## config.mk

```make
export PLATFORM = sky130hd
export DESIGN_NAME = player_motion
export DESIGN_NICKNAME = d
export VERILOG_FILES = /design/src/rtl/player_motion.sv
export SDC_FILE = /design/constraint.sdc
export NUM_CORES = 1
export LEC_CHECK = 0
export ABC_AREA = 1
export CORE_MARGIN = 2
export CORE_UTILIZATION = 55
export DETAILED_ROUTE_END_ITERATION = 10
export PLACE_DENSITY_LB_ADDON = 0.12
export SLEW_MARGIN = 25
export SYNTH_ARGS = -nofsm -noshare
export SYNTH_HDL_FRONTEND = slang
export SYNTH_SLANG_ARGS = --single-unit
export TNS_END_PERCENT = 20
```

## constraint.sdc

```tcl
create_clock -name clk -period 6.3 [get_ports clk]
set_input_delay 1.26 -clock clk [delete_from_list [all_inputs] [get_ports clk]]
set_output_delay 1.26 -clock clk [all_outputs]
set_load 0.01 [all_outputs]
```

## src/rtl/player_motion.sv

```systemverilog
// rtl/player_motion.sv - per-frame player motion with shift-add step, map collision and wall sliding
module player_motion #(
  parameter int QM   = 12,
  parameter int QN   = 12,
  parameter int MOVE = 80,
  parameter logic [QM+QN-1:0] PX0 = 24'h001800,
  parameter logic [QM+QN-1:0] PY0 = 24'h00D800,
  parameter logic [QM+QN-1:0] FX0 = 24'h000000,
  parameter logic [QM+QN-1:0] FY0 = 24'hFFF000,
  parameter logic [QM+QN-1:0] VX0 = 24'h000800,
  parameter logic [QM+QN-1:0] VY0 = 24'h000000
) (
  input  logic                clk,
  input  logic                reset,
  input  logic                tick,
  input  logic                moveL,
  input  logic                moveR,
  input  logic                moveF,
  input  logic                moveB,
  input  logic                write_new_position,
  input  logic [QM+QN-1:0]    new_playerX,
  input  logic [QM+QN-1:0]    new_playerY,
  input  logic [QM+QN-1:0]    new_facingX,
  input  logic [QM+QN-1:0]    new_facingY,
  input  logic [QM+QN-1:0]    new_vplaneX,
  input  logic [QM+QN-1:0]    new_vplaneY,
  output logic                map_req,
  input  logic                map_gnt,
  output logic [3:0]          map_col,
  output logic [3:0]          map_row,
  input  logic [1:0]          map_val,
  output logic [QM+QN-1:0]    playerX,
  output logic [QM+QN-1:0]    playerY,
  output logic [QM+QN-1:0]    facingX,
  output logic [QM+QN-1:0]    facingY,
  output logic [QM+QN-1:0]    vplaneX,
  output logic [QM+QN-1:0]    vplaneY,
  output logic                busy,
  output logic [1:0]          blocked
);

  localparam int W  = QM + QN;
  localparam int SW = W + 2;
  localparam int AW = W + 10;
  localparam logic [7:0] LP_MOVE  = 8'(MOVE);
  localparam logic [W:0] LP_LIMIT = (W+1)'(16) << QN;

  typedef enum logic [2:0] {S_IDLE, S_MUL, S_CHK_X, S_CHK_Y, S_COMMIT} state_t;

  state_t r_state, w_next;
  logic [W-1:0] r_px, r_py, r_fx, r_fy, r_vx, r_vy;
  logic signed [SW-1:0] r_sx, r_sy;
  logic signed [AW-1:0] r_accx, r_accy;
  logic [2:0] r_cnt;
  logic r_bx, r_by;
  logic [1:0] r_blocked;

  logic signed [SW-1:0] w_sx, w_sy, w_fx_ext, w_fy_ext, w_vx2, w_vy2;
  logic signed [AW-1:0] w_addx, w_addy;
  logic [W-1:0] w_dx, w_dy, w_ax;
  logic [W:0] w_nx, w_ny;
  logic w_nx_ok, w_ny_ok, w_load, w_start;

  // Direction vector: facing for F/B, doubled viewplane for R/L; L and B subtract.
  assign w_fx_ext = {{2{r_fx[W-1]}}, r_fx};
  assign w_fy_ext = {{2{r_fy[W-1]}}, r_fy};
  assign w_vx2    = {r_vx[W-1], r_vx, 1'b0};
  assign w_vy2    = {r_vy[W-1], r_vy, 1'b0};

  // Combine buttons with L over R and F over B priority.
  always_comb begin
    w_sx = '0;
    w_sy = '0;
    if (moveF) begin
      w_sx = w_fx_ext;
      w_sy = w_fy_ext;
    end else if (moveB) begin
      w_sx = -w_fx_ext;
      w_sy = -w_fy_ext;
    end
    if (moveL) begin
      w_sx = w_sx - w_vx2;
      w_sy = w_sy - w_vy2;
    end else if (moveR) begin
      w_sx = w_sx + w_vx2;
      w_sy = w_sy + w_vy2;
    end
  end

  assign w_load  = tick & write_new_position;
  assign w_start = tick & ~write_new_position & (r_state == S_IDLE) &
                   ((w_sx != '0) | (w_sy != '0));

  // One shifted partial product per MUL cycle, selected by the step-size bit.
  assign w_addx = LP_MOVE[r_cnt] ? ({{(AW-SW){r_sx[SW-1]}}, r_sx} << r_cnt) : '0;
  assign w_addy = LP_MOVE[r_cnt] ? ({{(AW-SW){r_sy[SW-1]}}, r_sy} << r_cnt) : '0;

  // Displacement in raw position LSBs and the candidate position per axis.
  assign w_dx    = W'(r_accx >>> QN);
  assign w_dy    = W'(r_accy >>> QN);
  assign w_nx    = {r_px[W-1], r_px} + {w_dx[W-1], w_dx};
  assign w_ny    = {r_py[W-1], r_py} + {w_dy[W-1], w_dy};
  assign w_nx_ok = ~w_nx[W] & (w_nx < LP_LIMIT);
  assign w_ny_ok = ~w_ny[W] & (w_ny < LP_LIMIT);
  // Column used for the Y probe follows the X decision so the player slides along walls.
  assign w_ax    = r_bx ? r_px : w_nx[W-1:0];

  // State register.
  always_ff @(posedge clk) begin
    if (reset) r_state <= S_IDLE;
    else       r_state <= w_next;
  end

  // Next state and map port; a host overwrite always wins and returns to IDLE.
  always_comb begin
    w_next  = r_state;
    map_req = 1'b0;
    map_col = 4'd0;
    map_row = 4'd0;
    case (r_state)
      S_IDLE:   if (w_start) w_next = S_MUL;
      S_MUL:    if (r_cnt == 3'd7) w_next = S_CHK_X;
      S_CHK_X: begin
        if ((w_dx == '0) || !w_nx_ok) begin
          w_next = S_CHK_Y;
        end else begin
          map_req = 1'b1;
          map_col = w_nx[QN+3:QN];
          map_row = r_py[QN+3:QN];
          if (map_gnt) w_next = S_CHK_Y;
        end
      end
      S_CHK_Y: begin
        if ((w_dy == '0) || !w_ny_ok) begin
          w_next = S_COMMIT;
        end else begin
          map_req = 1'b1;
          map_col = w_ax[QN+3:QN];
          map_row = w_ny[QN+3:QN];
          if (map_gnt) w_next = S_COMMIT;
        end
      end
      S_COMMIT: w_next = S_IDLE;
      default:  w_next = S_IDLE;
    endcase
    if (w_load) w_next = S_IDLE;
  end

  // Vector registers, multiplier accumulators and per-axis block decisions.
  always_ff @(posedge clk) begin
    if (reset) begin
      r_px <= PX0; r_py <= PY0;
      r_fx <= FX0; r_fy <= FY0;
      r_vx <= VX0; r_vy <= VY0;
      r_sx <= '0; r_sy <= '0;
      r_accx <= '0; r_accy <= '0;
      r_cnt <= '0;
      r_bx <= 1'b0; r_by <= 1'b0;
      r_blocked <= 2'b00;
    end else if (w_load) begin
      r_px <= new_playerX; r_py <= new_playerY;
      r_fx <= new_facingX; r_fy <= new_facingY;
      r_vx <= new_vplaneX; r_vy <= new_vplaneY;
      r_blocked <= 2'b00;
    end else begin
      case (r_state)
        S_IDLE: if (w_start) begin
          r_sx <= w_sx; r_sy <= w_sy;
          r_accx <= '0; r_accy <= '0;
          r_cnt <= '0;
        end
        S_MUL: begin
          r_accx <= r_accx + w_addx;
          r_accy <= r_accy + w_addy;
          r_cnt  <= r_cnt + 3'd1;
        end
        S_CHK_X: begin
          if (w_dx == '0)   r_bx <= 1'b0;
          else if (!w_nx_ok) r_bx <= 1'b1;
          else if (map_gnt)  r_bx <= (map_val != 2'b00);
        end
        S_CHK_Y: begin
          if (w_dy == '0)   r_by <= 1'b0;
          else if (!w_ny_ok) r_by <= 1'b1;
          else if (map_gnt)  r_by <= (map_val != 2'b00);
        end
        S_COMMIT: begin
          if (!r_bx) r_px <= w_nx[W-1:0];
          if (!r_by) r_py <= w_ny[W-1:0];
          r_blocked <= {r_by, r_bx};
        end
        default: ;
      endcase
    end
  end

  assign playerX = r_px;
  assign playerY = r_py;
  assign facingX = r_fx;
  assign facingY = r_fy;
  assign vplaneX = r_vx;
  assign vplaneY = r_vy;
  assign busy    = (r_state != S_IDLE);
  assign blocked = r_blocked;

endmodule

```

==> Table 3: Implementation characteristics, run 1 <==
Table: implementation figures

Parameter                              Value

Run status
  Run status .................. finished, final reports clean

Synth
  Post-synth cell types .................. around 47
  Leading cell type by number of instances after synthesis .................. nand2_1
  Multiplexer share .................. less than 1%
  Simple-gate area share of the yosys netlist .................. 35.23%
  Post-Synthesis Cell Area .................. between 0.02 and 0.03 mm2
  FF+latch count, synth .................. 275
  Xor and xnor area share after synthesis .................. approximately 1.4%
  Number of synthesis warnings .................. 0
  Register share after synthesis .................. between 10% and 20%
  Yosys-reported design area after synthesis .................. about 0.028 mm2
  Async set-reset flop share out of synthesis .................. 0%

Clocking
  Late-Pin Clk Latency .................. around 0.59 ns
  Buffers from clock root to sink, at most .................. 3
  Postcts setup bufs .................. 0
  Count of H-tree levels built during CTS .................. 2
  Clock-pin slew of the registers on the worst-case setup and hold paths .................. ~0.06 ns

Setup path
  Crit path cell chain .................. ha_1, inv_1, fa_1, inv_1, a21oi_1, o21ai_0, nand2_1, nand2_1, nand2_1, nand2_1, nand2_1, a21oi_1, nand2_1, nor2_1, nand3_2, o21ai_0, clkdlybuf4s50_1
  Worst r2r dst .................. r_accy[24]$_SDFFE_PP0N_
  Family of cells with the greatest summed delay on the critical path .................. simple AND/OR/NAND/NOR gates
  FF-to-FF Start .................. facingX[0]$_SDFFE_PP0P_
  Slowest cell on the critical path .................. clkdlybuf4s50_1
  Arrival time of data at the critical path endpoint .................. 4.74 ns
  Kind of critical path .................. flop to output pin
  Crit-path max FO .................. 9
  Endpoint type of the worst setup path .................. output pin
  Start point of the critical path .................. r_accy[12]$_SDFFE_PP0N_

Job
  Count of warning messages emitted by the tools .................. 77
  Number of max-cap violations .................. 0

Pwr
  Peak supply drop .................. 0.0002409 V
  Clock network power .................. around 0.0021 W
  Combinational group power .................. 0.00404 W
  Sequential Power Share .................. a little over a quarter
  Design internal power .................. ~0.0045 W
  Biggest consumer .................. combinational cells

Layout
  Final instance count without filler cells .................. between 5000 and 6000
  Layout filler cell count .................. about 5000
  Register area .................. 0.005507 mm2
  Plain + repair buffers .................. 357
  Most instantiated logic cells after routing .................. nand2_1 (1286), inv_1 (610), nor2_1 (474), a21oi_1 (463), o21ai_0 (405)
  Combinational gates .................. around 3700
  Total inserted antenna cells .................. 1
  Syn-to-layout area delta .................. 16.94%
  Largest contributor to cell area by class .................. combinational gates
  Area share of buffers outside the clock network .................. 10.80%

Floorplan
  Top-level I/O count .................. about 310

Global route
  Met1 demand-to-capacity share in global routing .................. a little under half
  First-pass GRT wire length .................. about 170000 um
  Vias in the first global route .................. roughly 32000
  Global router's overall resource usage .................. between 40 and 50%
  Pin count of the biggest net entering global routing .................. ~150

Placement
  HPWL after detailed placement .................. roughly 87000 um
  Placed Cells incl. Taps .................. 5667
  Pre-CTS setup slack .................. ~0.12 ns
  Final estimated routing congestion in global placement .................. 1.041

Routing
  Met1 WL .................. approximately 43000 um
  Met2 wirelength from detailed routing .................. between 50000 and 60000 um
  Vias/cell .................. 5.895

Final timing
  Total count of max-transition violations in the final report .................. 0
  Worst relative slew slack .................. between 30 and 40%
  Setup slack after layout .................. approximately 0.3 ns
  RSZ-0062 raised after global routing .................. false
  Time the final worst path needs with I/O delays and setup .................. around 6.0 ns
Fig. 1: run 1, cell area per tile
Drawn at 1.5 px/um. 23 x 23 tiles, from black (low) to pale yellow (high), 0 to 100% covered.
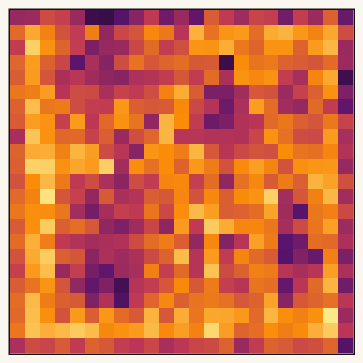
mean over tiles = 61%
fullest tile = 95%
tiles over 75% full = 23%
core utilization of the finished layout: 65.01%
total core area: 0.05007 mm2

Fig. 2: run 1, clock nets
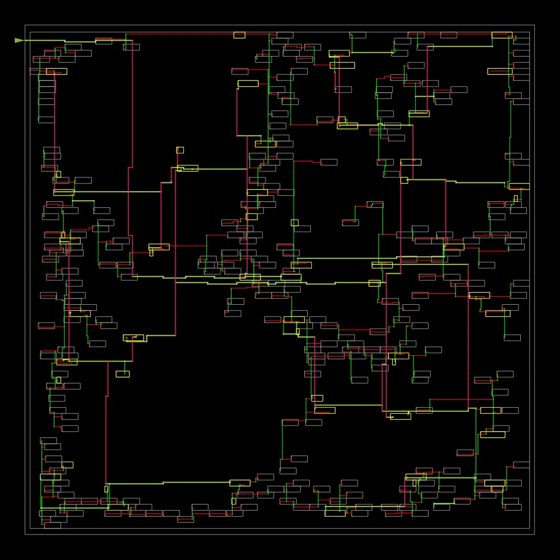
TritonCTS buffer count: 34
number of sinks handled by clock tree synthesis: 275
worst-case clock skew: 0.03832 ns
number of clock buffer instances in the layout: 47
FF+latch count: 275

Fig. 3: run 1, signal wires by layer
Drawn at 1 px/um.
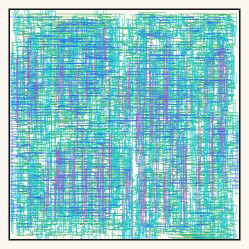
magenta -> M4  # wire length 7220 um
blue -> M3  # wire length 8930 um
green -> M1  # wire length 43.0 mm
cyan -> M2  # wire length 50.2 mm
wire length per cell after detailed routing: 19.10 um
total number of vias: 33760
final routed wirelength across all metal layers: 109400 um

Fig. 4: run 1, I/O pins on the die edge
Drawn at 1.5 px/um. Pins as bars across the die edge, other pins in gray.
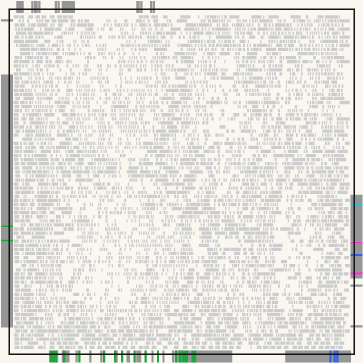

## Run 2: what changed since run 1
Settings changed: SETUP_SLACK_MARGIN set to 0.4.
Fig. 5: run 2, I/O pins on the die edge
Drawn at 1.5 px/um. Pins as bars across the die edge, other pins in gray.
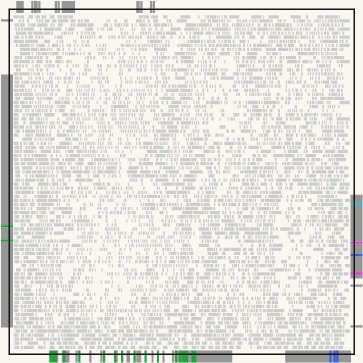
blue -> map_row  # pins 4, direction output, edge 3 south, 1 east
green -> new_vplaneY  # pins 24, direction input, edge 22 south, 2 west
magenta -> map_val  # pins 2, direction input, edge east
cyan -> tick  # pins 1, direction input, edge east
all pins by edge = 125 west, 118 south, 43 east, 25 north

==> run 2 against run 1 <==
  * Fmax is 6.1% higher
  * Critical path depth rose by 14
  * Power up 0.27%
  * Utilization up 0.077 points
  * Largest cell class unchanged
  * Synthesized cell count stayed put
  * Sequential cell count unchanged
  * Clock power hardly changed
  * Hold slack improved by 0.0025 ns
  * Largest power group unchanged
  * Clock skew fell by 0.0014 ns
  * Register-to-register slack improved by 0.16 ns
  * Sequential share of layout area about the same
  * Highest routed layer unchanged
==> Table 3: Implementation characteristics, run 2 <==
Table: implementation figures

Parameter                              Value

Global route
  Global router's overall resource usage .................. roughly 40%
  Vias in the first global route .................. between 30000 and 40000
  First-pass GRT wire length .................. 170100 um
  Met1 demand-to-capacity share in global routing .................. ~48%
  Pin count of the biggest net entering global routing .................. 146

Synth
  Multiplexer share .................. 0.1439%
  Xor and xnor area share after synthesis .................. between 1 and 1.5%
  Share of the synthesized area in the top cell type .................. roughly a fifth
  Post-Synthesis Cell Area .................. approximately 0.028 mm2
  FF+latch count, synth .................. about 280
  Number of synthesis warnings .................. 0
  Register share after synthesis .................. between 10% and 20%
  Yosys-reported design area after synthesis .................. ~0.028 mm2
  Post-synth cell types .................. around 47
  Simple-gate area share of the yosys netlist .................. a little over a third

Layout
  Layout filler cell count .................. 4873
  Largest contributor to cell area by class .................. combinational gates
  Combinational gates .................. between 3000 and 4000
  Register area .................. 0.005507 mm2
  Area share of buffers outside the clock network .................. 10.79%
  Number of clock buffer instances in the layout .................. 47
  Most instantiated logic cells after routing .................. nand2_1 (1286), inv_1 (609), nor2_1 (473), a21oi_1 (463), o21ai_0 (399)
  Final instance count without filler cells .................. 5727
  Core utilization of the finished layout .................. about two thirds
  Syn-to-layout area delta .................. 17.08%
  Fraction of layout cells with a size suffix above 1 .................. about 3.1%
  Commonest non-fill, non-tap cell in the layout .................. nand2_1
  Total inserted antenna cells .................. 1
  FF+latch count .................. ~280
  Plain + repair buffers .................. 357

Setup path
  Arrival time of data at the critical path endpoint .................. just over 6 ns
  FF-to-FF Start .................. facingX[0]$_SDFFE_PP0P_
  Most common cell on crit path .................. nand2_1
  Start point of the critical path .................. moveF
  Slowest cell on the critical path .................. clkdlybuf4s50_1
  Family of cells with the greatest summed delay on the critical path .................. simple AND/OR/NAND/NOR gates
  Kind of critical path .................. primary input to flop
  Endpoint type of the worst setup path .................. flop
  Crit-path max FO .................. about 81

Routing
  Vias/cell .................. approximately 5.9
  Met2 wirelength from detailed routing .................. ~50000 um
  Wire length per cell after detailed routing .................. between 15 and 20 um
  Met1 WL .................. between 40000 and 50000 um
  Total number of vias .................. ~34000
  Final routed wirelength across all metal layers .................. ~110000 um

Placement
  Placed Cells incl. Taps .................. 5667
  Pre-CTS setup slack .................. ~0.12 ns
  HPWL after detailed placement .................. 86510 um
  Final estimated routing congestion in global placement .................. between 1 and 1.5

Pwr
  Portion of total power attributed to the clock network .................. between 20% and 30%
  Biggest consumer .................. combinational cells
  Sequential Power Share .................. about a quarter
  Design internal power .................. 0.004475 W
  Combinational group power .................. between 0.004 and 0.005 W
  Clock network power .................. 0.00211 W
  Peak supply drop .................. approximately 0.00024 V

Floorplan
  Top-level I/O count .................. about 310
  Total core area .................. between 0.05 and 0.06 mm2

Clocking
  Postcts setup bufs .................. 0
  Clock-pin slew of the registers on the worst-case setup and hold paths .................. 0.06 ns
  Count of H-tree levels built during CTS .................. 2
  Late-Pin Clk Latency .................. 0.59 ns
  Buffers from clock root to sink, at most .................. 3
  Number of sinks handled by clock tree synthesis .................. between 200 and 300

Final timing
  Finish-stage setup viols .................. 0
  Worst-case clock skew .................. approximately 0.037 ns
  Setup tns final .................. 0 ns
  RSZ-0062 raised after global routing .................. true
  Time the final worst path needs with I/O delays and setup .................. 5.661 ns
  Worst relative slew slack .................. 40.12%

Hold path
  End point of the worst hold path .................. r_sx[12]$_SDFFE_PP0P_

Job
  Count of warning messages emitted by the tools .................. 78
  Number of max-cap violations .................. 0

Run status
  Run status .................. finished, final reports clean
No activity file was given, so power comes from the tool's default toggle rates.
